**config.mk**
```make
export PLATFORM = sky130hd
export DESIGN_NAME = seg_scan_driver
export DESIGN_NICKNAME = d
export VERILOG_FILES = /design/src/rtl/seg_pkg.sv /design/src/rtl/seg7_hex_decoder.sv /design/src/rtl/seg_scan_driver.sv
export SDC_FILE = /design/constraint.sdc
export NUM_CORES = 1
export LEC_CHECK = 0
export ABC_AREA = 1
export CORE_AREA = 2 2 122 124
export DETAILED_ROUTE_END_ITERATION = 12
export DIE_AREA = 0 0 124 126
export HOLD_SLACK_MARGIN = 0.1
export MAX_ROUTING_LAYER = met4
export PLACE_DENSITY = 0.7
export SETUP_SLACK_MARGIN = 0.05
export SLEW_MARGIN = 15
export SYNTH_ARGS = -nofsm -noshare
export SYNTH_HDL_FRONTEND = slang
export SYNTH_SLANG_ARGS = --single-unit
```
**constraint.sdc**
```tcl
create_clock -name clk -period 10.2 [get_ports clk]
set_input_delay 2.04 -clock clk [delete_from_list [all_inputs] [get_ports clk]]
set_output_delay 2.04 -clock clk [all_outputs]
set_load 0.05 [all_outputs]
```
**src/rtl/seg_pkg.sv**
```systemverilog
// Shared definitions for the seven-segment scan driver.
//   HEX_SEG  : 16-entry hex-to-segment table, active-low, bit order {g,f,e,d,c,b,a}
//   SEG_OFF  : all segments dark
//   AN_OFF   : all anodes disabled
//   state_t  : scan state machine encoding {BLANK, DRIVE}
package seg_pkg;

    localparam logic [6:0] SEG_OFF = 7'h7F;
    localparam logic [7:0] AN_OFF  = 8'hFF;

    localparam logic [6:0] HEX_SEG [16] = '{
        7'h40, 7'h79, 7'h24, 7'h30,   // 0 1 2 3
        7'h19, 7'h12, 7'h02, 7'h78,   // 4 5 6 7
        7'h00, 7'h10, 7'h08, 7'h03,   // 8 9 A b
        7'h46, 7'h21, 7'h06, 7'h0E    // C d E F
    };

    typedef enum logic {
        BLANK = 1'b0,
        DRIVE = 1'b1
    } state_t;

endpackage

```
**src/rtl/seg7_hex_decoder.sv**
```systemverilog
// Combinational hex nibble to seven-segment pattern decoder.
// Ports:
//   nibble_i  in  4  hex digit 0..F
//   seg_o     out 7  active-low segment pattern {g,f,e,d,c,b,a}
module seg7_hex_decoder
    import seg_pkg::*;
(
    input  logic [3:0] nibble_i,
    output logic [6:0] seg_o
);

    assign seg_o = HEX_SEG[nibble_i];

endmodule

```
**src/rtl/seg_scan_driver.sv**
```systemverilog
// Seven-segment scan driver. Follows the external digit-select counter,
// double-buffers a 32-bit display value (commits only at frame boundaries so
// digits never tear), blanks all anodes for DEAD_CYCLES clocks after every
// digit change, and drives registered active-low anode/segment/dp outputs.
//
// Optional feature: define SEG_SCAN_LZ_BLANK_EN to enable leading-zero
// suppression (digits above the highest nonzero nibble show dark segments;
// digit 0 is never suppressed).
//
// Ports:
//   clk          in  1   system clock
//   rst          in  1   asynchronous active-high reset
//   digit_sel    in  3   digit index from the scan counter
//   value        in  32  display value, nibble d shown on digit d
//   dp_mask      in  8   decimal-point enables, bit d for digit d
//   load         in  1   capture value/dp_mask into staging
//   load_ack     out 1   pulse when staged data commits to the display
//   frame_start  out 1   pulse at each frame boundary
//   an           out 8   anodes, active-low
//   seg          out 7   segments {g,f,e,d,c,b,a}, active-low
//   dp           out 1   decimal point, active-low
module seg_scan_driver
    import seg_pkg::*;
#(
    parameter int DEAD_CYCLES = 4
) (
    input  logic        clk,
    input  logic        rst,
    input  logic [2:0]  digit_sel,
    input  logic [31:0] value,
    input  logic [7:0]  dp_mask,
    input  logic        load,
    output logic        load_ack,
    output logic        frame_start,
    output logic [7:0]  an,
    output logic [6:0]  seg,
    output logic        dp
);

    localparam logic [7:0] DEAD_INIT = DEAD_CYCLES[7:0];

    // state
    logic [2:0]  sel_q;
    logic [31:0] stage_val_q, stage_val_d;
    logic [7:0]  stage_dp_q,  stage_dp_d;
    logic        pending_q,   pending_d;
    logic [31:0] disp_val_q,  disp_val_d;
    logic [7:0]  disp_dp_q,   disp_dp_d;
    logic [7:0]  dead_cnt_q,  dead_cnt_d;
    state_t      state_q,     state_d;

    // registered outputs
    logic [7:0]  an_q,          an_d;
    logic [6:0]  seg_q,         seg_d;
    logic        dp_q,          dp_d;
    logic        load_ack_q,    load_ack_d;
    logic        frame_start_q, frame_start_d;

    logic        sel_change;
    logic        frame_edge;
    logic        blank_d;
    logic [3:0]  cur_nibble;
    logic [6:0]  cur_glyph;
    logic        lz_blank;

    // Outputs are computed from next-state values so they are valid the same
    // edge the state changes; the nibble therefore comes from disp_val_d.
    assign cur_nibble = disp_val_d[{digit_sel, 2'b00} +: 4];

    seg7_hex_decoder u_dec (
        .nibble_i (cur_nibble),
        .seg_o    (cur_glyph)
    );

`ifdef SEG_SCAN_LZ_BLANK_EN
    // upper_zero[d]: nibbles d..7 of the committed value are all zero.
    logic [7:1] upper_zero;
    for (genvar gi = 1; gi < 8; gi++) begin : g_lz
        if (gi == 7) begin : g_top
            assign upper_zero[gi] = (disp_val_d[4*gi +: 4] == 4'h0);
        end else begin : g_mid
            assign upper_zero[gi] = (disp_val_d[4*gi +: 4] == 4'h0) && upper_zero[gi+1];
        end
    end
    assign lz_blank = (digit_sel != 3'd0) && upper_zero[digit_sel];
`else
    assign lz_blank = 1'b0;
`endif

    always_comb begin
        sel_change  = (digit_sel != sel_q);
        frame_edge  = (digit_sel == 3'd0) && (sel_q != 3'd0);

        stage_val_d = stage_val_q;
        stage_dp_d  = stage_dp_q;
        pending_d   = pending_q;
        disp_val_d  = disp_val_q;
        disp_dp_d   = disp_dp_q;
        load_ack_d  = 1'b0;

        // Commit path. A load landing on the boundary goes straight to the
        // display so it is not delayed a whole frame.
        if (frame_edge) begin
            if (load) begin
                disp_val_d = value;
                disp_dp_d  = dp_mask;
                load_ack_d = 1'b1;
            end else if (pending_q) begin
                disp_val_d = stage_val_q;
                disp_dp_d  = stage_dp_q;
                load_ack_d = 1'b1;
            end
            pending_d = 1'b0;
        end else if (load) begin
            stage_val_d = value;
            stage_dp_d  = dp_mask;
            pending_d   = 1'b1;
        end
        frame_start_d = frame_edge;

        // Scan state machine: any digit change restarts the dead time.
        state_d    = state_q;
        dead_cnt_d = dead_cnt_q;
        if (sel_change) begin
            dead_cnt_d = DEAD_INIT;
            state_d    = (DEAD_INIT == 8'd0) ? DRIVE : BLANK;
        end else if (state_q == BLANK) begin
            if (dead_cnt_q == 8'd0) begin
                state_d = DRIVE;
            end else begin
                dead_cnt_d = dead_cnt_q - 8'd1;
            end
        end

        // The change cycle itself is always dark, so even with zero dead time
        // the new digit appears one cycle after the change is sampled.
        blank_d = sel_change || (state_d == BLANK);
        an_d    = blank_d ? AN_OFF : ~(8'b1 << digit_sel);
        seg_d   = (blank_d || lz_blank) ? SEG_OFF : cur_glyph;
        dp_d    = blank_d ? 1'b1 : ~disp_dp_d[digit_sel];
    end

    always_ff @(posedge clk or posedge rst) begin
        if (rst) begin
            sel_q         <= 3'd0;
            stage_val_q   <= 32'd0;
            stage_dp_q    <= 8'd0;
            pending_q     <= 1'b0;
            disp_val_q    <= 32'd0;
            disp_dp_q     <= 8'd0;
            dead_cnt_q    <= DEAD_INIT;
            state_q       <= BLANK;
            an_q          <= AN_OFF;
            seg_q         <= SEG_OFF;
            dp_q          <= 1'b1;
            load_ack_q    <= 1'b0;
            frame_start_q <= 1'b0;
        end else begin
            sel_q         <= digit_sel;
            stage_val_q   <= stage_val_d;
            stage_dp_q    <= stage_dp_d;
            pending_q     <= pending_d;
            disp_val_q    <= disp_val_d;
            disp_dp_q     <= disp_dp_d;
            dead_cnt_q    <= dead_cnt_d;
            state_q       <= state_d;
            an_q          <= an_d;
            seg_q         <= seg_d;
            dp_q          <= dp_d;
            load_ack_q    <= load_ack_d;
            frame_start_q <= frame_start_d;
        end
    end

    assign an          = an_q;
    assign seg         = seg_q;
    assign dp          = dp_q;
    assign load_ack    = load_ack_q;
    assign frame_start = frame_start_q;

endmodule

```
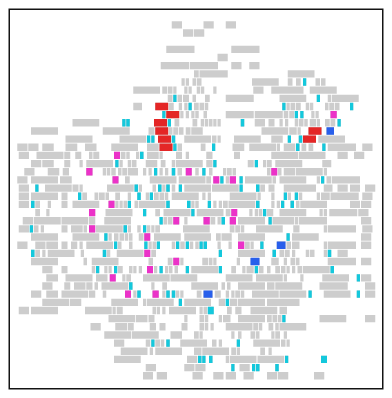
Figure 1: run 1, gate-type map.
Scale: 3 px per µm.
- red: fa/ha/maj cells (cells 8)
- cyan: inv cells (cells 107)
- magenta: and/or cells (cells 23)
- blue: non-inverting ao/oa cells (cells 4)

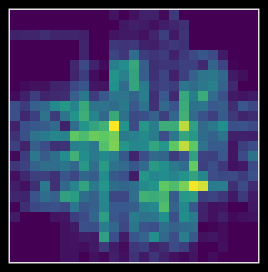
Figure 2: run 1, signal metal coverage by tile.
Scale: 2 px per µm. 25 x 25 tiles, from dark purple (low) to yellow (high), scaled to the fullest tile. Values are wire area over tile area, all layers added.
- tiles over half the peak: 11%
- mean over tiles: 0.12
- nearly empty tiles: 22%
- densest ninth of the die: centre
- emptiest ninth of the die: upper left
- fullest tile: 0.54

==> results.ini, run 1 <==
[synthesis]
yosys.cell_types.count=35
syn_area_um2=5480
synthArstFlopShare=1.00
yosysTopAreaCell=dfrtp_1
common_cells=nand2_1, inv_1, dfrtp_1, nand3_1, o21ai_0
syn-num-nets=702
syn_area_per_cell_um2=8.45
ys_sh_xor=0.00480
synth-edff-count=0
ys_sh_adder=0.0183
top_logic_kind=simple AND/OR/NAND/NOR gates

[critical_path]
path_cells=clkdlybuf4s50_1, inv_4, nand2_1, nand3_2, nand2_1, nand2_1, o21ai_0, inv_1, nand2_1, nand2_1, ha_1, inv_1, nand3_1, nand3_1, nand3_1
worst-r2r-cell-count=14
endpoint_kind=flop
cp.depth=15

[finish]
ff_latch_area_um2=2800

[detailed_routing]
route.met3.wl_um=525
drtIter0Drc=395
met2WireLength_um=5320
routed_wl_um=12000
drc=0
highest_layer=met4

[global_route]
grt_pass1_vias=4066
grtUsageMet3=0.0317
grt_pass1_wl_um=20300
grtUsageTotal=0.171
antenna_found_initial=0
gr-total-overflow=0

[clock_network]
cts-buffers-inserted=9
cts_buffer_depth=2
hold_buffers=0
htreeDepth=3
ctsResizeCount=0

[power]
p_int_w=0.000821
vdd_drop_max_v=0.0000859
clk-power_w=0.000402

[timing]
hold_ws_ps=477

[hold_path]
min_to=disp_dp_q[5]
hold_path.class=flop to flop

[flow_run]
warnings=32

[status]
status=complete, no violations

[floorplanning]
die-area_um2=15600
coreArea_um2=14300
io_pins=64

[placed_design]
dpl.hpwl_um=8020

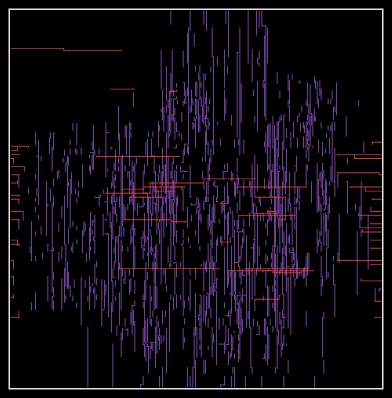
Figure 3: run 1, metal layers overlaid.
Scale: 3 px per µm. Only two layers are drawn.
- purple: M2 (wire length 5320 µm)
- red: M3 (wire length 526 µm)

==> run 2, diff against run 1 <==
==> constraint.sdc (replaced) <==
create_clock -name clk -period 5.05 [get_ports clk]
set_input_delay 1.01 -clock clk [delete_from_list [all_inputs] [get_ports clk]]
set_output_delay 1.01 -clock clk [all_outputs]
set_load 0.05 [all_outputs]
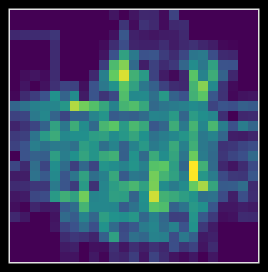
Figure 4: run 2, signal metal coverage by tile.
Scale: 2 px per µm. 25 x 25 tiles, from dark purple (low) to yellow (high), scaled to the fullest tile. Values are wire area over tile area, all layers added.
GRT Util Overall: 0.175
via count: 4218
Total Wirelength: 12000 µm

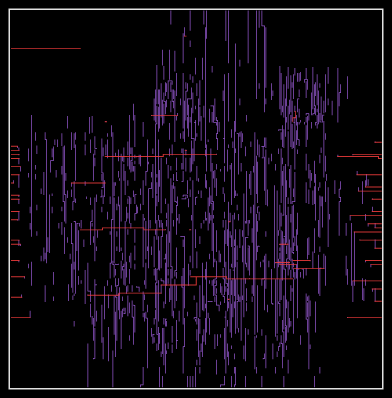
Figure 5: run 2, metal layers overlaid.
Scale: 3 px per µm. Only two layers are drawn.
- red: M3 (wire length 390 µm)
- purple: M2 (wire length 5440 µm)

==> run 2 against run 1 <==
  * Sequential power is 100% higher
  * Sequential cell count unchanged
  * Register-to-register slack worse by 5100 ps
  * Synthesized area unchanged
  * Critical path type unchanged
  * Critical endpoint is now seg[5]
==> results.ini, run 2 <==
[synthesis]
synth-edff-count=0  ; unchanged
syn-num-nets=702  ; unchanged
ys_sh_adder=0.0183  ; unchanged
syn_area_per_cell_um2=8.45  ; unchanged
top_logic_kind=simple AND/OR/NAND/NOR gates
yosysTopAreaCell=dfrtp_1
ys_sh_xor=0.00480  ; unchanged
synthArstFlopShare=1.00  ; unchanged
common_cells=nand2_1, inv_1, dfrtp_1, nand3_1, o21ai_0

[power]
clk-power_w=0.000702  ; +75%
p_int_w=0.00156  ; +90%

[finish]
ff_latch_area_um2=2800  ; unchanged

[detailed_routing]
drtIter0Drc=325  ; -18%
drc=0  ; unchanged
highest_layer=met4

[clock_network]
hold_buffers=0  ; unchanged
htreeDepth=3  ; unchanged
cts_buffer_depth=2  ; unchanged
ctsResizeCount=0  ; unchanged
cts-buffers-inserted=9  ; unchanged

[global_route]
grt_pass1_wl_um=20600  ; +1.4%
grt_pass1_vias=4233  ; +4.1%
gr-total-overflow=0  ; unchanged
grtUsageMet3=0.0349  ; +0.00317
antenna_found_initial=0  ; unchanged

[floorplanning]
die-area_um2=15600  ; unchanged
io_pins=64  ; unchanged
coreArea_um2=14300  ; unchanged

[critical_path]
cp.depth=16  ; +1
path_cells=clkdlybuf4s50_1, inv_4, nand2_1, nand3_2, nand2_1, nand2_1, o21ai_0, inv_1, nand2_1, nand2_1, inv_1, ha_1, nand3_1, nand2_1, nand2_1, nand3_1
worst-r2r-cell-count=15  ; +1
endpoint_kind=flop

[status]
status=complete, no violations

[placed_design]
dpl.hpwl_um=8400  ; +4.6%

[flow_run]
warnings=32  ; unchanged

[hold_path]
min_to=disp_dp_q[5]

No activity file was given, so power comes from the tool's default toggle rates.
